==> config.mk <==
export PLATFORM = sky130hd
export DESIGN_NAME = exe_mem_skid_reg_flat
export DESIGN_NICKNAME = d
export VERILOG_FILES = /design/src/rtl/exe_mem_skid_reg_if.sv /design/src/rtl/exe_mem_skid_reg.sv /design/src/flat_wrapper.sv
export SDC_FILE = /design/constraint.sdc
export NUM_CORES = 1
export LEC_CHECK = 0
export CORE_MARGIN = 3
export CORE_UTILIZATION = 45
export DETAILED_ROUTE_END_ITERATION = 10
export GPL_TIMING_DRIVEN = 0
export HOLD_SLACK_MARGIN = 0.02
export PLACE_DENSITY = 0.72
export SLEW_MARGIN = 20
export SYNTH_ARGS = -nofsm -noshare
export SYNTH_HDL_FRONTEND = slang
export SYNTH_SLANG_ARGS = --single-unit
==> constraint.sdc <==
create_clock -name clk -period 3.8 [get_ports clk]
set_clock_uncertainty 0.2 [all_clocks]
set_input_delay 0.57 -clock clk [delete_from_list [all_inputs] [get_ports clk]]
set_output_delay 0.57 -clock clk [all_outputs]
set_load 0.02 [all_outputs]
==> src/rtl/exe_mem_skid_reg_if.sv <==
// exe_mem_skid_reg_if: valid/ready handshake carrying one EXE->MEM pipeline entry
interface exe_mem_skid_reg_if #(
  parameter int DATA_W = 32,
  parameter int ADDR_W = 32,
  parameter int REG_W  = 5,
  parameter int CTRL_W = 8
);
  logic              valid;
  logic              ready;
  logic [DATA_W-1:0] result;
  logic [DATA_W-1:0] store_data;
  logic [ADDR_W-1:0] branch_addr;
  logic [REG_W-1:0]  dst_reg;
  logic              zero;
  logic [CTRL_W-1:0] ctrl;
  modport master (output valid, result, store_data, branch_addr, dst_reg, zero, ctrl, input ready);
  modport slave  (input valid, result, store_data, branch_addr, dst_reg, zero, ctrl, output ready);
endinterface

==> src/rtl/exe_mem_skid_reg.sv <==
// exe_mem_skid_reg: EXE->MEM pipeline register with a two-entry skid buffer and flush
module exe_mem_skid_reg #(
  parameter int DATA_W = 32,
  parameter int ADDR_W = 32,
  parameter int REG_W  = 5,
  parameter int CTRL_W = 8
) (
  input  logic                clk,
  input  logic                rst_n,
  input  logic                flush,
  exe_mem_skid_reg_if.slave   in_bus,
  exe_mem_skid_reg_if.master  out_bus,
  output logic                out_branch_taken
);
  localparam int W = 2 * DATA_W + ADDR_W + REG_W + 1 + CTRL_W;
  logic [W-1:0]      h, s, d;
  logic              h_valid, s_valid, in_fire, out_fire, h_zero;
  logic [CTRL_W-1:0] h_ctrl;
  assign d = {in_bus.result, in_bus.store_data, in_bus.branch_addr, in_bus.dst_reg, in_bus.zero, in_bus.ctrl};
  assign {out_bus.result, out_bus.store_data, out_bus.branch_addr, out_bus.dst_reg, h_zero, h_ctrl} = h;
  // in_ready comes straight from the skid flop so it never sees out_ready combinationally
  assign in_bus.ready = ~s_valid;
  assign in_fire  = in_bus.valid & ~s_valid;
  assign out_fire = h_valid & out_bus.ready;
  assign out_bus.valid = h_valid;
  assign out_bus.zero  = h_zero;
  // control write-enables of an empty or squashed head must not reach MEM
  assign out_bus.ctrl  = h_valid ? h_ctrl : '0;
  assign out_branch_taken = h_valid & ((h_ctrl[4] & h_zero) | (h_ctrl[5] & ~h_zero));
  // head/skid update: flush beats everything, skid refills head before new input
  always_ff @(posedge clk or negedge rst_n) begin
    if (!rst_n) begin
      h_valid <= 1'b0;
      s_valid <= 1'b0;
      h       <= '0;
      s       <= '0;
    end else if (flush) begin
      h_valid <= 1'b0;
      s_valid <= 1'b0;
    end else if (!h_valid) begin
      if (in_fire) begin
        h       <= d;
        h_valid <= 1'b1;
      end
    end else if (out_fire) begin
      if (s_valid) begin
        h       <= s;
        s_valid <= 1'b0;
      end else if (in_fire) begin
        h <= d;
      end else begin
        h_valid <= 1'b0;
      end
    end else if (in_fire) begin
      s       <= d;
      s_valid <= 1'b1;
    end
  end
endmodule

==> src/flat_wrapper.sv <==
// flat-port wrapper written by rule: the top's interface ports become plain ports
module exe_mem_skid_reg_flat 
#(
  parameter int DATA_W = 32,
  parameter int ADDR_W = 32,
  parameter int REG_W  = 5,
  parameter int CTRL_W = 8
)
  (clk, rst_n, flush, out_branch_taken, in_bus_valid, in_bus_result, in_bus_store_data, in_bus_branch_addr, in_bus_dst_reg, in_bus_zero, in_bus_ctrl, in_bus_ready, out_bus_valid, out_bus_result, out_bus_store_data, out_bus_branch_addr, out_bus_dst_reg, out_bus_zero, out_bus_ctrl, out_bus_ready);
  exe_mem_skid_reg_if #(.DATA_W(DATA_W), .ADDR_W(ADDR_W), .REG_W(REG_W), .CTRL_W(CTRL_W)) in_bus_i ();
  exe_mem_skid_reg_if #(.DATA_W(DATA_W), .ADDR_W(ADDR_W), .REG_W(REG_W), .CTRL_W(CTRL_W)) out_bus_i ();
  input  logic clk;
  input  logic rst_n;
  input  logic flush;
  output logic out_branch_taken;
  input wire logic [$bits(in_bus_i.valid)-1:0] in_bus_valid;
  input wire logic [$bits(in_bus_i.result)-1:0] in_bus_result;
  input wire logic [$bits(in_bus_i.store_data)-1:0] in_bus_store_data;
  input wire logic [$bits(in_bus_i.branch_addr)-1:0] in_bus_branch_addr;
  input wire logic [$bits(in_bus_i.dst_reg)-1:0] in_bus_dst_reg;
  input wire logic [$bits(in_bus_i.zero)-1:0] in_bus_zero;
  input wire logic [$bits(in_bus_i.ctrl)-1:0] in_bus_ctrl;
  output wire logic [$bits(in_bus_i.ready)-1:0] in_bus_ready;
  output wire logic [$bits(out_bus_i.valid)-1:0] out_bus_valid;
  output wire logic [$bits(out_bus_i.result)-1:0] out_bus_result;
  output wire logic [$bits(out_bus_i.store_data)-1:0] out_bus_store_data;
  output wire logic [$bits(out_bus_i.branch_addr)-1:0] out_bus_branch_addr;
  output wire logic [$bits(out_bus_i.dst_reg)-1:0] out_bus_dst_reg;
  output wire logic [$bits(out_bus_i.zero)-1:0] out_bus_zero;
  output wire logic [$bits(out_bus_i.ctrl)-1:0] out_bus_ctrl;
  input wire logic [$bits(out_bus_i.ready)-1:0] out_bus_ready;
  assign in_bus_i.valid = in_bus_valid;
  assign in_bus_i.result = in_bus_result;
  assign in_bus_i.store_data = in_bus_store_data;
  assign in_bus_i.branch_addr = in_bus_branch_addr;
  assign in_bus_i.dst_reg = in_bus_dst_reg;
  assign in_bus_i.zero = in_bus_zero;
  assign in_bus_i.ctrl = in_bus_ctrl;
  assign in_bus_ready = in_bus_i.ready;
  assign out_bus_valid = out_bus_i.valid;
  assign out_bus_result = out_bus_i.result;
  assign out_bus_store_data = out_bus_i.store_data;
  assign out_bus_branch_addr = out_bus_i.branch_addr;
  assign out_bus_dst_reg = out_bus_i.dst_reg;
  assign out_bus_zero = out_bus_i.zero;
  assign out_bus_ctrl = out_bus_i.ctrl;
  assign out_bus_i.ready = out_bus_ready;
  exe_mem_skid_reg #(.DATA_W(DATA_W), .ADDR_W(ADDR_W), .REG_W(REG_W), .CTRL_W(CTRL_W)) u_core (.clk(clk), .rst_n(rst_n), .flush(flush), .in_bus(in_bus_i), .out_bus(out_bus_i), .out_branch_taken(out_branch_taken));
endmodule
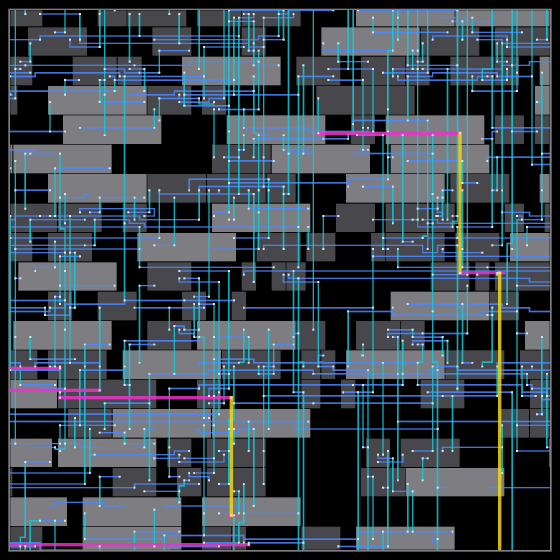
Fig. 1. Zoomed window (run 1).
Window x 14 to 64, y 93 to 143 um. Cells in gray, sequential cells in the stronger gray; small squares are vias.
Key: met3 = magenta; met4 = yellow; met2 = cyan; met1 = blue
Netlist names of flops here include u_core.s (16), u_core.h (14). 114 logic cells have their middle in the window. Most frequent: dfrtp_1 (30), a2bb2oi_2 (19), o22ai_1 (17). Sequential cells in the window: 30.

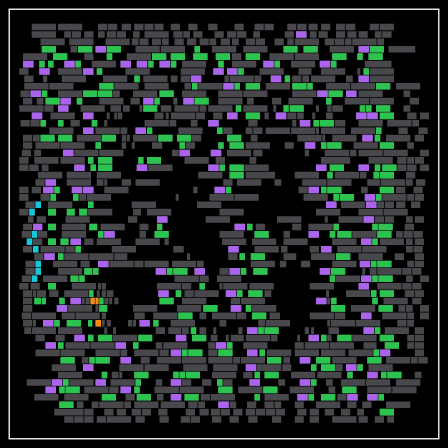
Fig. 2. Gate-type map (run 1).
Key: multiplexers = purple [cells 111, where all over the die]; NAND gates = orange [cells 3]; inverting AOI/OAI gates = green [cells 226, where all over the die]; AND and OR gates = cyan [cells 8, where left middle]
final cell count without fillers: 1,292
logic share of the area: 26.3%

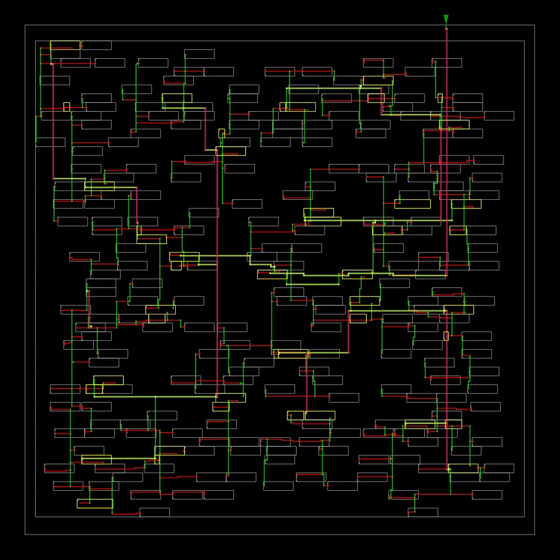
Fig. 3. Clock routing (run 1).
clk pwr: 2510 uW
cts bufs inserted: 25

## run 1: cell families after synthesis
group,after synthesis
AOI/OAI and AO/OA,226
muxes,111
buffers and inverters,164
and+or+nand+nor,13
DFF,222
## run 1: Yosys cell counts (all sizes together)
cell,number,area (um2)
dfrtp,222,5560
buf,143,1020
a2bb2oi,110,1590
mux2,110,1240
o22ai,110,688
clkbuf,19,71.3
and2,8,50.1
a21oi,3,15.0
inv,2,7.51
a211oi,1,7.51
a221oi,1,8.76
mux2i,1,10.0
nand2,1,3.75
nand2b,1,6.26
nand3,1,5.00
nor2b,1,6.26
nor3,1,5.00
o21ai,1,5.00
## run 1: flip-flops by register name, summed over array words and instances, names as in the netlist
register,flops
u_core.out_bus.valid,1
u_core.h,110
u_core.s_valid,1
u_core.s,110
==> flow_summary.yaml, run 1 <==
# yosys + openroad results
outcome:
  run_status: "finished, final reports clean"
logic_synthesis:
  ys_sh_xor_pct: 0
  ys.flops: 222
  syn_area_mm2: 0.0103
  yosysWarnings: 0
  aoi_share_pct: 22.5
  postSynthSeqShare_pct: 54.0
  logic_family: "AND-OR/OR-AND gates"
  synth_cell_types: 22
  yosys_area_mm2: 0.0103
  yosysCellCount: 736
  avgSynthCellArea_um2: 14.0
timing:
  fin_tns_setup_ns: 0
  setup_violations: 0
  setup_ws_ns: 0.973
  maxSlewHeadroom_pct: 50.9
  drv_slew: 0
  finalHoldWorstSlack_ns: 0.304
  max_freq_ghz: 0.354
  hold_viol: 0
  worst_slew_pin_slew_ns: 0.737
  period_used_pct: 74.4
route:
  wl_met2_um: 11900
  dr.first_iter.drc_count: 241
  avgRoutedWirePerCell_um: 18.6
  met3_length_um: 1200
  top_layer: "met4"
  drcViolationCount: 0
  via_count: 6829
  drt-total-wl_um: 24000
  wl_met1_um: 10600
critical_path:
  critPathMaxStageDelay_ns: 0.61
  reg2reg_setup_slack_ns: 1.56
  critical-path-top-delay-family: "buffers and inverters"
  r2r_cells: 5
  path_buffers: 2
  reg2reg_from: "u_core.s_valid$_DFFE_PN0P_"
  reg2reg_to: "u_core.s[54]$_DFFE_PN0P_"
  crit_path_start: "u_core.out_bus.valid$_DFF_PN0_"
  cp_max_fo: 10
  critPathLaunchType: "flip-flop"
  critPathSlowestCell: "clkdlybuf4s50_1"
  path_class: "reg2out"
pwr:
  power.switching_fraction_pct: 26.5
  p_switching_uw: 2120
  p_leak_uw: 0.00579
  p_seq_uw: 3260
  pwr-share-clk_pct: 31.4
  p_int_uw: 5870
  power.total_uw: 7980
  pwr-share-comb_pct: 27.8
  maxPowerGroup: "sequential cells"
cts:
  cts_root_buf: "clkbuf_16"
  cts_resized: 0
  cts_sinks: 222
  cts.clk_slew.worst_paths_ns: 0.06
  clk_latency_ns: 0.52
  clockBufferDepth: 3
grt:
  grt_pass1_wl_um: 37800
  antenna_found_initial: 1
  grt_max_degree: 97
  gr-usage-met2_pct: 32.4
  grt_overflow_total: 0
  met1_usage_pct: 26.1
  grt_util_met3_pct: 3.60
run:
  log.warning_count: 26
  drv_cap: 0
floorplanning:
  core_area_mm2: 0.0222
  io_pins: 228
  die_w_um: 157
  die_y_um: 157
  taps: 280
  die_area_mm2: 0.0247
layout:
  seq_area_mm2: 0.00556
  final_layout_top_logic_cell: "clkdlybuf4s50_1"
  areaGrowthSynthToFinish_pct: 34.6
  drive_gt1_share_pct: 38.0
  logic_gates: 350
  final_cell_mix: "clkdlybuf4s50_1, dfrtp_1, mux2_2, o22ai_1, buf_4"
  clk_share_pct: 6.27
  largest_class: "flip-flops and latches"
  seq_share_pct: 40.1
  final_nets: 1108
  final_util_pct: 62.5
  stdcell_area_mm2: 0.0139
placed_design:
  hpwl_um: 16500
  dp_cells: 1245
  io_buffers: 227
  dpl_cell_area_mm2: 0.0130
hold_path:
  worstHoldPathCells: 1
  whs_endpoint: "u_core.s[87]$_DFFE_PN0P_"
  min-delay-start: "u_core.s[87]$_DFFE_PN0P_"
Fig. 4: run 1, cell classes on the final placement
Bar = 50 um. Fill, decap, tap and diode cells in gray.
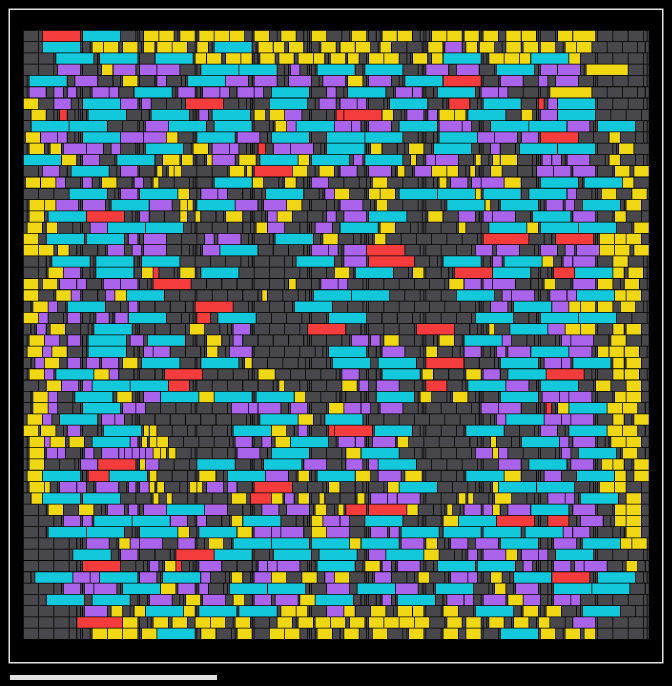

--- run 2 (diff from run 1) ---
- clock period: 3.8 -> 2.7 ns (I/O delays scaled with it)
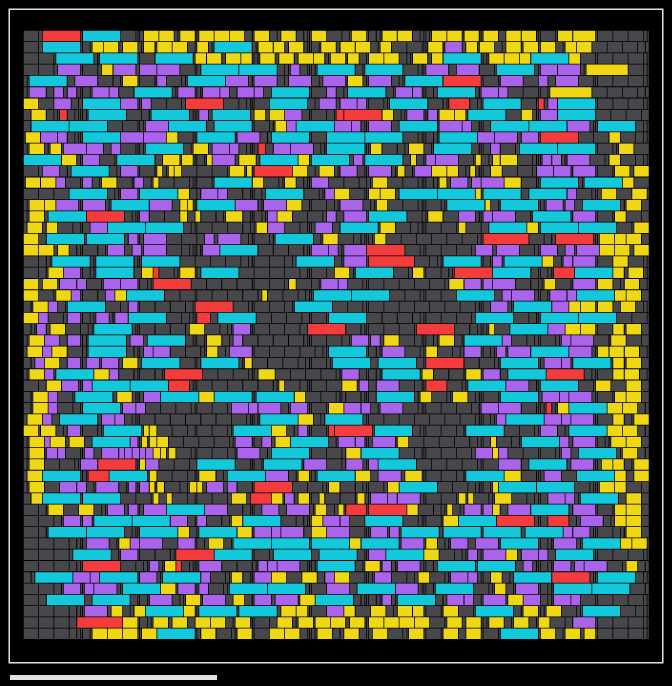
Fig. 5. Cell classes on the final placement (run 2).
Bar = 50 um. Fill, decap, tap and diode cells in gray.
Key: other buffers and delay cells = yellow [cells 391]; all other logic = purple [cells 352]; flip-flops = cyan [cells 222]; clock drivers and dummy loads = red [cells 45]
core area: 0.0222 mm2
Post-Route Utilization: 62.5%
Rows: 54

==> run 2 against run 1 <==
  * Critical path depth is 1 lower
  * Largest cell class unchanged
  * Synthesized cell count stayed put
  * Hold slack worse by 0.14 ns
  * Routed wire length hardly changed
  * Setup slack worse by 0.78 ns
  * Register-to-register slack worse by 1.1 ns
==> flow_summary.yaml, run 2 <==
# yosys + openroad results
critical_path:
  reg2reg_from: "u_core.out_bus.valid$_DFF_PN0_"
  cp_data_arrival_time_ns: 1.90
  r2r_cells: 4
  critPathLaunchType: "flip-flop"
  reg2reg_setup_slack_ns: 0.42
  reg2reg_to: "u_core.s[54]$_DFFE_PN0P_"
  crit_path_start: "u_core.out_bus.valid$_DFF_PN0_"
  end_kind: "output port"
  cp_max_fo: 17
  path_class: "reg2out"
  worstSetupEndpoint: "out_branch_taken"
grt:
  grt_pass1_wl_um: 37800
  grt_overflow_total: 0
  gr-usage-met2_pct: 32.3
  met1_usage_pct: 26.1
  grt_most_used_layer: "met2"
  grt_util_met3_pct: 3.60
  grt_max_degree: 97
  antenna_found_initial: 1
route:
  dr.first_iter.drc_count: 216
  avgRoutedWirePerCell_um: 18.6
  drt-total-wl_um: 24000
  wl_met2_um: 11900
  via_count: 6854
  top_layer: "met4"
  wl_met1_um: 10500
  first_pass_iters: 4
  via_per_inst: 5.31
  drcViolationCount: 0
  met3_length_um: 1240
cts:
  cts_resized: 0
  clk_latency_ns: 0.52
  cts_tree: "built"
  cts_sinks: 222
  cts_root_buf: "clkbuf_16"
  cts.clk_slew.worst_paths_ns: 0.06
  numCtsBuffers: 25
  clockBufferDepth: 3
layout:
  largest_class: "flip-flops and latches"
  drive_gt1_share_pct: 38.0
  clk_share_pct: 6.27
  comb_area_mm2: 0.00364
  top_regs: "u_core.h (110), u_core.s (110)"
  final_cell_mix: "clkdlybuf4s50_1, dfrtp_1, mux2_2, o22ai_1, buf_4"
  seq_share_pct: 40.1
  logic_gates: 350
  areaGrowthSynthToFinish_pct: 34.6
  seq_area_mm2: 0.00556
  final_nets: 1107
timing:
  maxSlewHeadroom_pct: 51.5
  drv_slew: 0
  worst_slew_pin_slew_ns: 0.727
  hold_viol: 0
  max_freq_ghz: 0.400
  period_needed_ns: 2.50
  finalHoldWorstSlack_ns: 0.163
  period_used_pct: 92.7
  setup_violations: 0
pwr:
  p_switching_uw: 2990
  power_density_mw_per_mm2: 812
  power.switching_fraction_pct: 26.6
  p_leak_uw: 0.00579
  pwr-share-comb_pct: 27.8
  ir_drop_uv: 579
  power_clock_uw: 3540
  maxPowerGroup: "sequential cells"
  p_int_uw: 8250
  pwr-share-clk_pct: 31.4
  p_seq_uw: 4580
floorplanning:
  die_y_um: 157
  io_pins: 228
  taps: 280
  die_w_um: 157
  die_area_mm2: 0.0247
run:
  log.warning_count: 26
  drv_cap: 0
logic_synthesis:
  top_cells_by_count: "dfrtp_1, mux2_2, o22ai_1"
  yosys_area_mm2: 0.0103
  ys.flops: 222
  yosysWarnings: 0
  syn_area_mm2: 0.0103
  ys_sh_xor_pct: 0
  synth.most_common_cell: "dfrtp_1"
  yosysCellCount: 736
  postSynthSeqShare_pct: 54.0
  synthArstFlopShare_pct: 100
  topCellsByArea: "dfrtp_1, a2bb2oi_2, mux2_2, buf_4, o22ai_1"
  ys.flop_type: "dfrtp_1"
  synth-edff-count: 0
  aoi_share_pct: 22.5
  synth_cell_types: 22
  largest_area_cell: "dfrtp_1"
  synth.top_cell.area_share_pct: 54.0
  avgSynthCellArea_um2: 14.0
  logic_family: "AND-OR/OR-AND gates"
  adder_share_pct: 0
outcome:
  run_status: "finished, final reports clean"
placed_design:
  hpwl_um: 16500
  io_buffers: 227
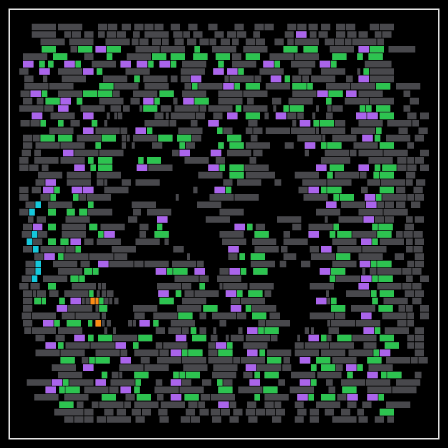
Fig. 6. Gate-type map (run 2).
Commonest Layout Cell: clkdlybuf4s50_1
logic share of the area: 26.3%

run 2: cell types whose count changed in the layout (fill, tap and decap cells not counted):
| cell | before | now |
|---|---|---|
| clkbuf_1 | 24 | 23 |
run 2: metrics by stage:
stage / total power, uW / setup WS (ns) / area (um2) / setup TNS (ns) / instances
6_report: 11200 / 0.198 / 13900 / 0 / 1291
5_1_grt: 11800 / 0.0608 / 13900 / 0 / 1291
3_3_place_gp: 7700 / -8.60 / 12900 / -1914.34 / 1243
4_1_cts: 11400 / 0.159 / 13800 / 0 / 1290
2_1_floorplan: 6580 / 0.949 / 10300 / 0 / 736
3_5_place_dp: 7790 / -0.118 / 13000 / -9.98 / 1245
run 2: worst max-delay path, cell delays in order, from the launching register on:
cell	delay, ns
dfrtp_1	0.58
nor2b_1	0.19
clkdlybuf4s50_1	0.61
Power is estimated from default activity; no workload was simulated.
